--- src/rtl/instr_enc_pkg.sv ---
// Shared types and RV32I encoding constants for the instruction-memory loader.
package instr_enc_pkg;

   // Compact command opcodes accepted from the host
   typedef enum logic [1:0] {
      OP_ADDI = 2'b00,
      OP_LW   = 2'b01,
      OP_SW   = 2'b10,
      OP_BNE  = 2'b11
   } cmd_op_e;

   // RV32I major opcodes
   localparam logic [6:0] OPC_OPIMM  = 7'b0010011;
   localparam logic [6:0] OPC_LOAD   = 7'b0000011;
   localparam logic [6:0] OPC_STORE  = 7'b0100011;
   localparam logic [6:0] OPC_BRANCH = 7'b1100011;

   // RV32I funct3 fields for the supported instructions
   localparam logic [2:0] F3_ADDI = 3'b000;
   localparam logic [2:0] F3_LW   = 3'b010;
   localparam logic [2:0] F3_SW   = 3'b010;
   localparam logic [2:0] F3_BNE  = 3'b001;

   // Loader sequencing states
   typedef enum logic [2:0] {
      ST_IDLE,
      ST_ENC,
      ST_WR,
      ST_DONE,
      ST_FULL
   } loader_state_e;

endpackage

--- src/rtl/rv_instr_encode.sv ---
// Purely combinational RV32I encoder for the addi/lw/sw/bne subset.
module rv_instr_encode
   import instr_enc_pkg::*;
(
   input  cmd_op_e     i_op,
   input  logic [4:0]  i_rd,
   input  logic [4:0]  i_rs1,
   input  logic [4:0]  i_rs2,
   input  logic [12:0] i_imm,
   output logic [31:0] o_word
);

   // Pack the instruction fields; imm[12] only matters for bne, imm[0] is dropped for bne
   always_comb begin
      o_word = '0;
      case (i_op)
         OP_ADDI: o_word = {i_imm[11:0], i_rs1, F3_ADDI, i_rd, OPC_OPIMM};
         OP_LW:   o_word = {i_imm[11:0], i_rs1, F3_LW, i_rd, OPC_LOAD};
         OP_SW:   o_word = {i_imm[11:5], i_rs2, i_rs1, F3_SW, i_imm[4:0], OPC_STORE};
         OP_BNE:  o_word = {i_imm[12], i_imm[10:5], i_rs2, i_rs1, F3_BNE,
                            i_imm[4:1], i_imm[11], OPC_BRANCH};
         default: o_word = '0;
      endcase
   end

endmodule

--- src/rtl/instr_mem_loader.sv ---
// Accepts compact instruction commands, encodes them to RV32I and writes them
// to consecutive instruction-memory addresses, one word every three cycles.
module instr_mem_loader
   import instr_enc_pkg::*;
#(
   parameter int Wid    = 32,
   parameter int ADDR_W = 8
) (
   input  logic              i_clk,
   input  logic              i_rst,
   input  logic              i_cmd_valid,
   output logic              o_cmd_ready,
   input  logic [1:0]        i_cmd_op,
   input  logic [4:0]        i_cmd_rd,
   input  logic [4:0]        i_cmd_rs1,
   input  logic [4:0]        i_cmd_rs2,
   input  logic [12:0]       i_cmd_imm,
   input  logic              i_cmd_last,
   input  logic              i_restart,
   output logic              o_mem_we,
   output logic [ADDR_W-1:0] o_mem_addr,
   output logic [Wid-1:0]    o_mem_wdata,
   output logic [ADDR_W:0]   o_count,
   output logic              o_done,
   output logic              o_err_full,
   output logic              o_err_align
);

   loader_state_e       r_state;
   cmd_op_e             r_op;
   logic [4:0]          r_rd;
   logic [4:0]          r_rs1;
   logic [4:0]          r_rs2;
   logic [12:0]         r_imm;
   logic                r_last;
   logic                r_cmd_ready;
   logic                r_mem_we;
   logic [ADDR_W-1:0]   r_mem_addr;
   logic [Wid-1:0]      r_mem_wdata;
   logic [ADDR_W:0]     r_count;
   logic                r_done;
   logic                r_err_full;
   logic                r_err_align;
   logic [31:0]         w_enc_word;

   rv_instr_encode u_encode (
      .i_op   (r_op),
      .i_rd   (r_rd),
      .i_rs1  (r_rs1),
      .i_rs2  (r_rs2),
      .i_imm  (r_imm),
      .o_word (w_enc_word)
   );

   // Loader FSM: capture command, encode, write one word, then advance or stop
   always_ff @(posedge i_clk) begin
      if (!i_rst) begin
         r_state     <= ST_IDLE;
         r_op        <= OP_ADDI;
         r_rd        <= '0;
         r_rs1       <= '0;
         r_rs2       <= '0;
         r_imm       <= '0;
         r_last      <= 1'b0;
         r_cmd_ready <= 1'b1;
         r_mem_we    <= 1'b0;
         r_mem_addr  <= '0;
         r_mem_wdata <= '0;
         r_count     <= '0;
         r_done      <= 1'b0;
         r_err_full  <= 1'b0;
         r_err_align <= 1'b0;
      end else begin
         case (r_state)
            ST_IDLE: begin
               if (i_cmd_valid && r_cmd_ready) begin
                  r_op        <= cmd_op_e'(i_cmd_op);
                  r_rd        <= i_cmd_rd;
                  r_rs1       <= i_cmd_rs1;
                  r_rs2       <= i_cmd_rs2;
                  r_imm       <= i_cmd_imm;
                  r_last      <= i_cmd_last;
                  r_cmd_ready <= 1'b0;
                  r_state     <= ST_ENC;
               end
            end
            ST_ENC: begin
               r_mem_wdata <= Wid'(w_enc_word);
               if (r_op == OP_BNE && r_imm[0]) begin
                  r_err_align <= 1'b1;
               end
               r_mem_we <= 1'b1;
               r_state  <= ST_WR;
            end
            ST_WR: begin
               r_mem_we <= 1'b0;
               r_count  <= r_count + 1'b1;
               if (r_last) begin
                  r_done  <= 1'b1;
                  r_state <= ST_DONE;
               end else if (r_mem_addr == {ADDR_W{1'b1}}) begin
                  r_err_full <= 1'b1;
                  r_state    <= ST_FULL;
               end else begin
                  r_mem_addr  <= r_mem_addr + 1'b1;
                  r_cmd_ready <= 1'b1;
                  r_state     <= ST_IDLE;
               end
            end
            ST_DONE, ST_FULL: begin
               if (i_restart) begin
                  r_mem_addr  <= '0;
                  r_count     <= '0;
                  r_done      <= 1'b0;
                  r_err_full  <= 1'b0;
                  r_err_align <= 1'b0;
                  r_cmd_ready <= 1'b1;
                  r_state     <= ST_IDLE;
               end
            end
            default: begin
               r_cmd_ready <= 1'b1;
               r_mem_we    <= 1'b0;
               r_state     <= ST_IDLE;
            end
         endcase
      end
   end

   assign o_cmd_ready = r_cmd_ready;
   assign o_mem_we    = r_mem_we;
   assign o_mem_addr  = r_mem_addr;
   assign o_mem_wdata = r_mem_wdata;
   assign o_count     = r_count;
   assign o_done      = r_done;
   assign o_err_full  = r_err_full;
   assign o_err_align = r_err_align;

endmodule

--- config.mk ---
export PLATFORM = sky130hd
export DESIGN_NAME = instr_mem_loader
export DESIGN_NICKNAME = d
export VERILOG_FILES = /design/src/rtl/instr_enc_pkg.sv /design/src/rtl/rv_instr_encode.sv /design/src/rtl/instr_mem_loader.sv
export SDC_FILE = /design/constraint.sdc
export NUM_CORES = 1
export LEC_CHECK = 0
export CORE_MARGIN = 5
export CORE_UTILIZATION = 49
export DETAILED_ROUTE_END_ITERATION = 8
export PLACE_DENSITY = 0.81
export SLEW_MARGIN = 40
export SYNTH_ARGS = -nofsm -noshare
export SYNTH_HDL_FRONTEND = slang
export SYNTH_SLANG_ARGS = --single-unit
--- constraint.sdc ---
create_clock -name i_clk -period 1.9 [get_ports i_clk]
set_input_delay 0.38 -clock i_clk [delete_from_list [all_inputs] [get_ports i_clk]]
set_output_delay 0.38 -clock i_clk [all_outputs]
set_load 0.005 [all_outputs]
### Ports around the boundary

Scale: 4 px per µm. Pins as bars across the die edge, other pins in gray.
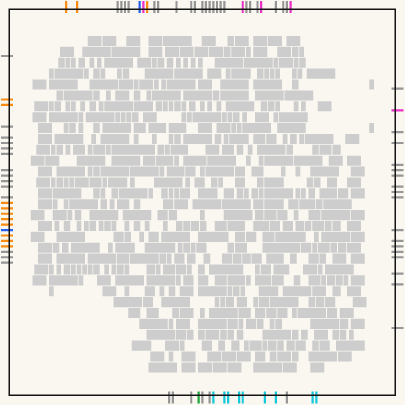
- cyan: o_count (pins 9; direction output; edge bottom)
- blue: i_cmd_op (pins 2; direction input; edge 1 left, 1 top)
- magenta: i_cmd_rs1 (pins 5; direction input; edge 4 top, 1 right)
- green: i_cmd_valid (pins 1; direction input; edge bottom)
- orange: i_cmd_imm (pins 13; direction input; edge 10 left, 3 top)
- all pins by edge: 30 top, 25 left, 18 right, 16 bottom
horizontal die dimension: 96.2 µm
Chip Height: 96.2 µm
port bufs: 85

### Local utilization

Scale: 4 px per µm. 10 x 10 tiles, from black (low) to pale yellow (high), 0 to 100% covered.
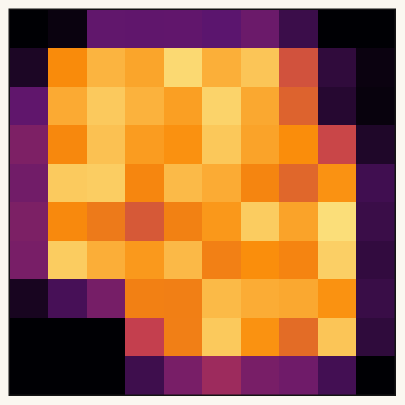
- fullest tile: 93%
- densest ninth of the die: center
- nearly empty tiles: 10%
- tiles over 75% full: 39%

==> qor.tcl <==
set qor(cp.buffers_inverters) 0
set qor(initCoreUtil) 0.501
set qor(static_leakage_nw) 1.76
set qor(top_cell) {nand2_1}
set qor(ys_area_um2) 3640
set qor(grt_first_pass_wirelength_um) 15600
set qor(cts_sinks) 83
set qor(cp_top_family) {simple AND/OR/NAND/NOR gates}
set qor(final.setup.tns_ns) 0
set qor(finalCritPeriodShare) 0.937
set qor(core_area_um2) 7250
set qor(yosys_warnings) 0
set qor(worst_path_max_delay_cell) {or4b_1}
set qor(synth.top_cell.area_share) 0.457
set qor(postRouteWirelength_um) 9560
set qor(final-max-slew-violation-count) 0
set qor(worstPathArrival_ns) 2.06
set qor(flop_cell) {dfxtp_1}
set qor(worst_setup_hold_path_clk_slew_ns) 0.08
set qor(routabilityCongestion) 0.833
set qor(ys_seq_elements) 83
set qor(async_flop_share) 0
set qor(r2r_start) {r_state[1]}
set qor(area.growth.synth_to_final_pct) 35.6
set qor(synth_top_cell_by_area) {dfxtp_1}
set qor(post_route_minimum_period_ns) 1.78
set qor(synth.area.top_cells) {dfxtp_1 (46%), nand2_1 (11%), a21oi_1 (8.1%)}
set qor(holdPathStages) 2
set qor(dp.final_hpwl_um) 7020
set qor(chip_area_um2) 9250
set qor(detailedRoute.firstPassIterationCount) 4
set qor(regToRegEndpoint) {o_mem_addr[7]}
set qor(routed_via_count) 3490
set qor(finalHoldViolations) 0
set qor(synth_cells) 447
set qor(post_drt_antenna_nets) 0
set qor(result_of_the_run) {finished clean}
set qor(detailedPlace.worstSlack_ns) -0.171
set qor(combPwrFrac) 0.145
set qor(htree_levels) 3
set qor(tool_warnings) 30
set qor(power_density_nw_per_um2) 760
set qor(rsz0062_at_grt) {false}
### Clock nets

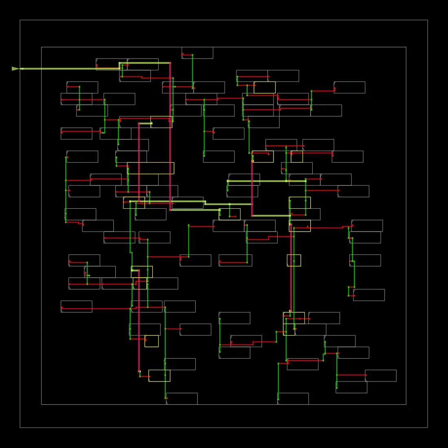
Clk. pwr: 1.32 mW
sequential cell count: 83
number of clock-tree buffers in the layout: 10

-- kinds of logic after synthesis --
logic type,Yosys count,share of synthesized area
AND-OR/OR-AND,114,0.192
multiplexers,5,0.0138
flip-flops,83,0.457
XOR/XNOR,1,0.00241
other,1,0.00103
adder cells (fa/ha/maj),7,0.0241
AND/OR/NAND/NOR,193,0.254
buffers and inverters,43,0.0554
-- registers in the layout (all words and copies together) (netlist names), 2 cells and up --
name and flops:
r_rs2 5, o_mem_wdata 27, o_count 9, o_mem_addr 8, r_rs1 5, r_imm 13, r_op 2, r_state 3
r_rd 5
-- power by group through the flow --
stage / combinational, mW / sequential (mW) / clock [mW]
final: 0.543 / 1.89 / 1.32
after global routing: 0.599 / 1.90 / 1.40
after CTS: 0.544 / 1.89 / 1.34
after detailed placement: 0.541 / 1.93 / 0
after global placement: 0.527 / 1.92 / 0
after floorplan: 0.292 / 1.91 / 0
-- worst max-delay path by stage --
stage | from | cells past startpoint | endpoint
after global routing | r_op[0] | 5 | o_mem_wdata[10]
after detailed placement | i_restart | 5 | o_mem_addr[7]
final | r_state[1] | 4 | o_mem_addr[7]
after global placement | i_restart | 5 | o_mem_addr[7]
after CTS | r_state[0] | 4 | o_mem_wdata[8]
after floorplan | o_count[0] | 5 | o_count[4]
-- cell usage in the layout, fill, tap and decap left out, types with 7 or more instances in the layout --
cell / count
o21ai_0: 21
dfxtp_1: 82
nor2_1: 36
buf_4: 28
inv_1: 7
a21oi_1: 59
ha_1: 7
a221oi_1: 9
nand3_1: 11
clkdlybuf4s50_1: 85
clkbuf_8: 10
nand2_1: 104
-- tightest hold or removal path, stage by stage (launching register included) --
cell     delay, ns
dfxtp_1       0.31
nand2_1       0.05
a21oi_1       0.05
-- area by class of cell --
type	count	area (µm²)	share of cell area
multi-input combinational	323	1800	0.366
clock inverter	6	71.3	0.0145
tap	99	124	0.0251
sequential	83	1660	0.337
timing repair buffer	115	1100	0.223
clock buffer	10	138	0.0279
inverter	8	30.0	0.00609
-- through the flow --
stage	util	area, µm²	total power [mW]
finish	0.680	4930	3.75
global placement	0.650	4710	2.45
floorplan	-	3640	2.20
global route	0.680	4930	3.90
detailed placement	0.650	4710	2.47
CTS	0.678	4920	3.76
-- timing repair --
action | CTS | global route
buffers inserted | 0 | 0
gates resized | 0 | 2
endpoints found under the setup margin | 0 | 10
-- metal layers --
metal / global-route usage / wire length [µm] / vias to the layer above
li1: - / - / 1737
met1: 0.270 / 4040 / 1624
met2: 0.356 / 4740 / 116
met3: 0.0414 / 649 / 13
met4: 0.0853 / 127 / 0
met5: 0 / 0 / -
No activity file was given, so power comes from the tool's default toggle rates.
